## config.mk

```make
export PLATFORM = sky130hd
export DESIGN_NAME = hilo_muldiv_unit
export DESIGN_NICKNAME = d
export VERILOG_FILES = /design/src/rtl/hilo_muldiv_unit.sv
export SDC_FILE = /design/constraint.sdc
export NUM_CORES = 2
export LEC_CHECK = 0
export CAP_MARGIN = 20
export CORE_ASPECT_RATIO = 0.6
export CORE_MARGIN = 2
export CORE_UTILIZATION = 35
export CTS_CLUSTER_DIAMETER = 40
export DETAILED_ROUTE_END_ITERATION = 6
export GPL_ROUTABILITY_DRIVEN = 0
export GPL_TIMING_DRIVEN = 1
export HOLD_SLACK_MARGIN = 0.15
export SKIP_LAST_GASP = 1
export SLEW_MARGIN = 20
export SYNTH_ARGS = -nofsm -noshare
export SYNTH_HDL_FRONTEND = slang
export SYNTH_SLANG_ARGS = --single-unit
```

## constraint.sdc

```tcl
create_clock -name CLK -period 4.8 [get_ports CLK]
set_input_delay 0.96 -clock CLK [delete_from_list [all_inputs] [get_ports CLK]]
set_output_delay 0.96 -clock CLK [all_outputs]
set_load 0.05 [all_outputs]
```

## src/rtl/hilo_muldiv_unit.sv

```systemverilog
// Execute-stage multiply/divide unit holding the HI/LO registers; restoring divider runs 32 cycles.
// Optional MDU_DIV0_FAST_EN: a zero divisor finishes in IDLE in one cycle. States: IDLE (accept requests), DIV (iterating).
module hilo_muldiv_unit (
    input  logic        CLK,
    input  logic        RST,
    input  logic [31:0] SrcAE,
    input  logic [31:0] SrcBE,
    input  logic        START_E,
    input  logic        DIV_START_E,
    input  logic        SIGNED_E,
    input  logic        hi_lo_en_E,
    input  logic        hi_lo_reg_control_E,
    output logic [31:0] HI,
    output logic [31:0] LO,
    output logic        BUSY,
    output logic        DONE
);

    typedef enum logic {IDLE, DIV} state_t;

    state_t      state;
    logic [31:0] rem;
    logic [31:0] quo;
    logic [31:0] divisor;
    logic [4:0]  count;
    logic        quo_neg;
    logic        rem_neg;
    logic        div_zero;

    logic        sign_a;
    logic        sign_b;
    logic [31:0] abs_a;
    logic [31:0] abs_b;
    logic [63:0] ext_a;
    logic [63:0] ext_b;
    logic [63:0] product;
    logic [32:0] shifted;
    logic [32:0] trial;
    logic [31:0] rem_next;
    logic [31:0] quo_next;
    logic [31:0] final_lo;
    logic [31:0] final_hi;
    logic        div0_fast;

    assign sign_a  = SIGNED_E & SrcAE[31];
    assign sign_b  = SIGNED_E & SrcBE[31];
    assign abs_a   = sign_a ? (32'd0 - SrcAE) : SrcAE;
    assign abs_b   = sign_b ? (32'd0 - SrcBE) : SrcBE;
    assign ext_a   = {{32{sign_a}}, SrcAE};
    assign ext_b   = {{32{sign_b}}, SrcBE};
    assign product = ext_a * ext_b;

    // The remainder stays below the divisor, so one 33-bit trial subtract is enough.
    assign shifted  = {rem, quo[31]};
    assign trial    = shifted - {1'b0, divisor};
    assign rem_next = trial[32] ? shifted[31:0] : trial[31:0];
    assign quo_next = {quo[30:0], ~trial[32]};
    assign final_lo = div_zero ? 32'hFFFF_FFFF : (quo_neg ? (32'd0 - quo_next) : quo_next);
    assign final_hi = rem_neg ? (32'd0 - rem_next) : rem_next;

`ifdef MDU_DIV0_FAST_EN
    assign div0_fast = (SrcBE == 32'd0);
`else
    assign div0_fast = 1'b0;
`endif

    always_ff @(posedge CLK or negedge RST) begin
        if (!RST) begin
            state    <= IDLE;
            HI       <= 32'd0;
            LO       <= 32'd0;
            BUSY     <= 1'b0;
            DONE     <= 1'b0;
            rem      <= 32'd0;
            quo      <= 32'd0;
            divisor  <= 32'd0;
            count    <= 5'd0;
            quo_neg  <= 1'b0;
            rem_neg  <= 1'b0;
            div_zero <= 1'b0;
        end else begin
            DONE <= 1'b0;
            case (state)
                IDLE: begin
                    if (DIV_START_E) begin
                        if (div0_fast) begin
                            HI   <= SrcAE;
                            LO   <= 32'hFFFF_FFFF;
                            DONE <= 1'b1;
                        end else begin
                            rem      <= 32'd0;
                            quo      <= abs_a;
                            divisor  <= abs_b;
                            quo_neg  <= sign_a ^ sign_b;
                            rem_neg  <= sign_a;
                            div_zero <= (SrcBE == 32'd0);
                            count    <= 5'd0;
                            state    <= DIV;
                            BUSY     <= 1'b1;
                        end
                    end else if (START_E) begin
                        HI <= product[63:32];
                        LO <= product[31:0];
                    end else if (hi_lo_en_E) begin
                        if (hi_lo_reg_control_E) HI <= SrcAE;
                        else                     LO <= SrcAE;
                    end
                end
                DIV: begin
                    rem   <= rem_next;
                    quo   <= quo_next;
                    count <= count + 5'd1;
                    if (count == 5'd31) begin
                        HI    <= final_hi;
                        LO    <= final_lo;
                        state <= IDLE;
                        BUSY  <= 1'b0;
                        DONE  <= 1'b1;
                    end
                end
            endcase
        end
    end

endmodule

```

Figure 1. Placement view.
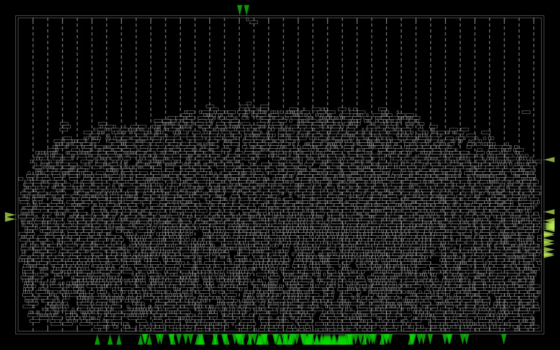
# fillers: 13.7k
Row Count: 108
sequential portion of the cell area: 6.55%

Figure 2. Cells coloured by class.
Fill, decap, tap and diode cells in grey.
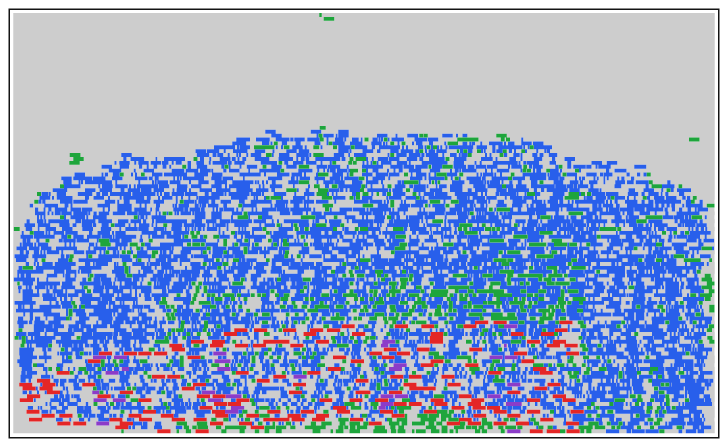
clock drivers and dummy loads: in purple, cells 33, share of their area 1.2%. remaining buffers and delay cells: in green, cells 1,013, share of their area 16%. combinational and other logic: in blue, cells 5,295, share of their area 76%. sequential cells: in red, cells 171, share of their area 6.8%.
core box area: 0.144 mm^2
Design Area, Final: 0.0654 mm^2

Figure 3. Floorplan with the power grid.
Bar = 100 um. Pins as bars on the die edge. Tap cells in grey.
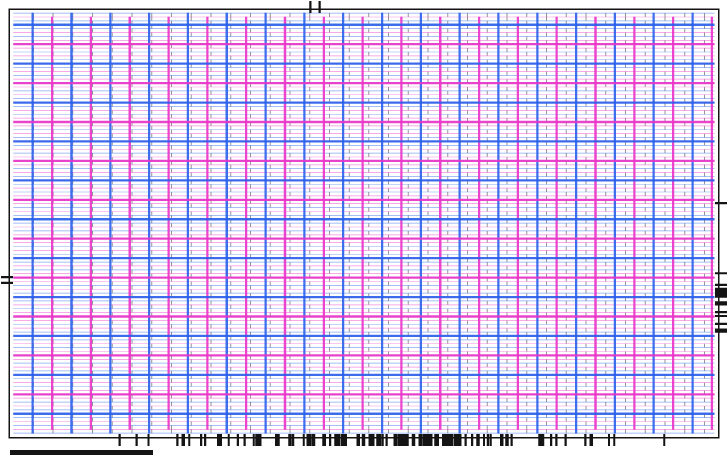
VDD: in magenta. VSS: in blue.
1,925 tap cells. 109 met1 rails follow the rows.
chip height: 299 um
Chip Width: 495 um

Figure 4. Signal metal coverage by tile.
25 x 15 tiles, from dark blue (low) to red (high), scaled to the fullest tile. Values are wire area over tile area, all layers added.
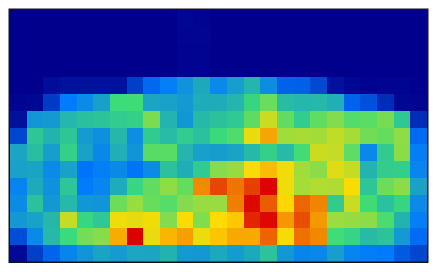
30% of the tiles are nearly empty. The densest ninth of the die: bottom centre. 28% of the tiles are over half the peak. The emptiest ninth of the die: upper left. The fullest tile reaches 0.64.
Global Route Usage Sum: 24.4%
routed len/inst: 21.7 um
DRT Wirelength: 183,000 um

Figure 5. Port wiring.
Bar = 100 um.
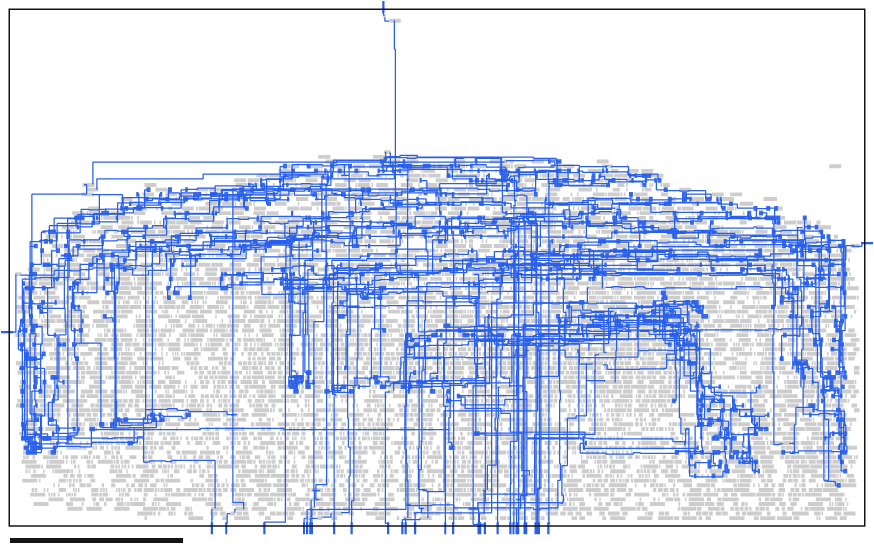
SrcBE: in blue, bits 32, direction input, end cells 1,106, buffers 210, wire 30.9 mm.
Top-Level Pins: 137
port bufs: 136

==> flow_summary.ini <==
; physical design summary
[placement]
placed_cell_area_mm2 = 0.0597
dp_hpwl_um = 143000
dpl.cell_count = 8238
post-place-ws_ps = -4750

[grt]
busiest_layer = met1
grt_max_degree = 95
grt_pass1_vias = 44539
use_met1_pct = 37.1
gr-usage-met3_pct = 6.56
grt_overflow = 0
antenna_found_initial = 19
grtUsageMet2_pct = 33.4
grt_pass1_wl_um = 275000

[worst_setup_path]
max_stage_delay_ps = 590
endpoint_kind = flop
crit_top_cell = fa_1
arrival_ps = 8610
timing.rr.end = HI[26]$_DFFE_PN0P_
crit_path_end = HI[29]$_DFFE_PN0P_
crit_start = SrcBE[0]
r2r-start = quo[31]$_DFFE_PN0P_
cp.depth = 32
reg2regPathDepth = 24
path_buffers = 10
slowest_stage = fa_2
start_kind = input port
crit_family = adder cells
reg2reg_slack_ps = -670
worstPathRequired_ps = 5190
crit_fanout = 5
path_class = input port to flop

[cts]
ctsHoldBuffers = 0
numCtsBuffers = 25
clkTransAtPathRegs_ps = 70
cts-resized-gates = 555
cts.htree.levels = 4
cts.sinks = 171
postCtsSetupBuffers = 112
cts_tree = yes
clock_path_buffers = 3
clock_latency_ps = 510
cts_root_buf = clkbuf_16

[layout]
nets = 7953
layout_top_cell = inv_1
logic_area_mm2 = 0.0433
inverters = 1193
regArea_mm2 = 0.00428
comb_cells = 4102
syn_to_final_growth_pct = 29.1
diodes = 16
biggestCellCategory = multi-input combinational cells
flop-count = 171
buffer_area_share_pct = 15.4
comb_share_pct = 66.2
mostFrequentLayoutCells = inv_1 (1,105), fa_1 (1,070), nand2_1 (957), buf_4 (661), and2_1 (314)
clock_area_share_pct = 1.19
drive_gt1_share_pct = 23.3
clkbuf_count = 29
finalNonFillerCells = 8453
num-nonclk-buffers = 1013

[yosys]
ys_sh_adder_pct = 50.7
ys_area_mm2 = 0.0506
xor_share_pct = 3.67
synthCells = 5833
fp_nets = 7280
yosysWarnings = 0
yosys-mux-area-fraction_pct = 0.484
ys_sh_simple_pct = 15.9
yosysMostFrequentCell = inv_1
edf_count = 0
postSynthAreaPerCell_um2 = 8.68
top_cells_by_count = inv_1 (1,188), fa_1 (1,126), nand2_1 (995)
synthAoiAreaFrac_pct = 9.21
synthTopLogicFamily = adder cells
ff_type = dfrtp_1
syn-cell-area_mm2 = 0.0506
yosysTopAreaCellShare_pct = 44.5
yosysCellCount = 5833
netlist_top_cells_area = fa_1 (45%), inv_1 (8.8%), dfrtp_1 (8.5%)
yosysTopAreaCell = fa_1
ys.flops = 171
postSynthSeqShare_pct = 8.45
synthArstFlopShare_pct = 100
synthDistinctLibCells = 93

[job]
warning_count = 29
drv_cap = 0

[floorplan]
fp_util_pct = 35.2
nWellTaps = 1925
die_area_mm2 = 0.148

[timing]
fin_worst_skew_ps = 24.1
hold_viol = 0
finalSetupTns_ps = -156770
setup_violations = 57
max_freq_mhz = 122
tightest_slew_ps = 1200
fin_ws_ps = -3410
rsz0062_at_grt = yes
max_slew_margin_pct = 20.3
min_period_ps = 8210
hold_ws_ps = 479
post-route-period-util_pct = 171
maxSlewViolCount = 0

[min_path]
whs_path_depth = 1
hold_start = HI[7]$_DFFE_PN0P_
min_to = HI[7]$_DFFE_PN0P_
hp-class = flop to flop

[detailed_routing]
drtIter0Drc = 4435
via_count = 43592
firstDrtPassIters = 7
met2_length_um = 73400
wl_met3_um = 22200
vias_per_cell = 5.16
drc_errors = 0
antenna_left = 0
top_layer = met5
wl_met1_um = 80700

[run_status]
status = finished with violations
violations = negative setup slack
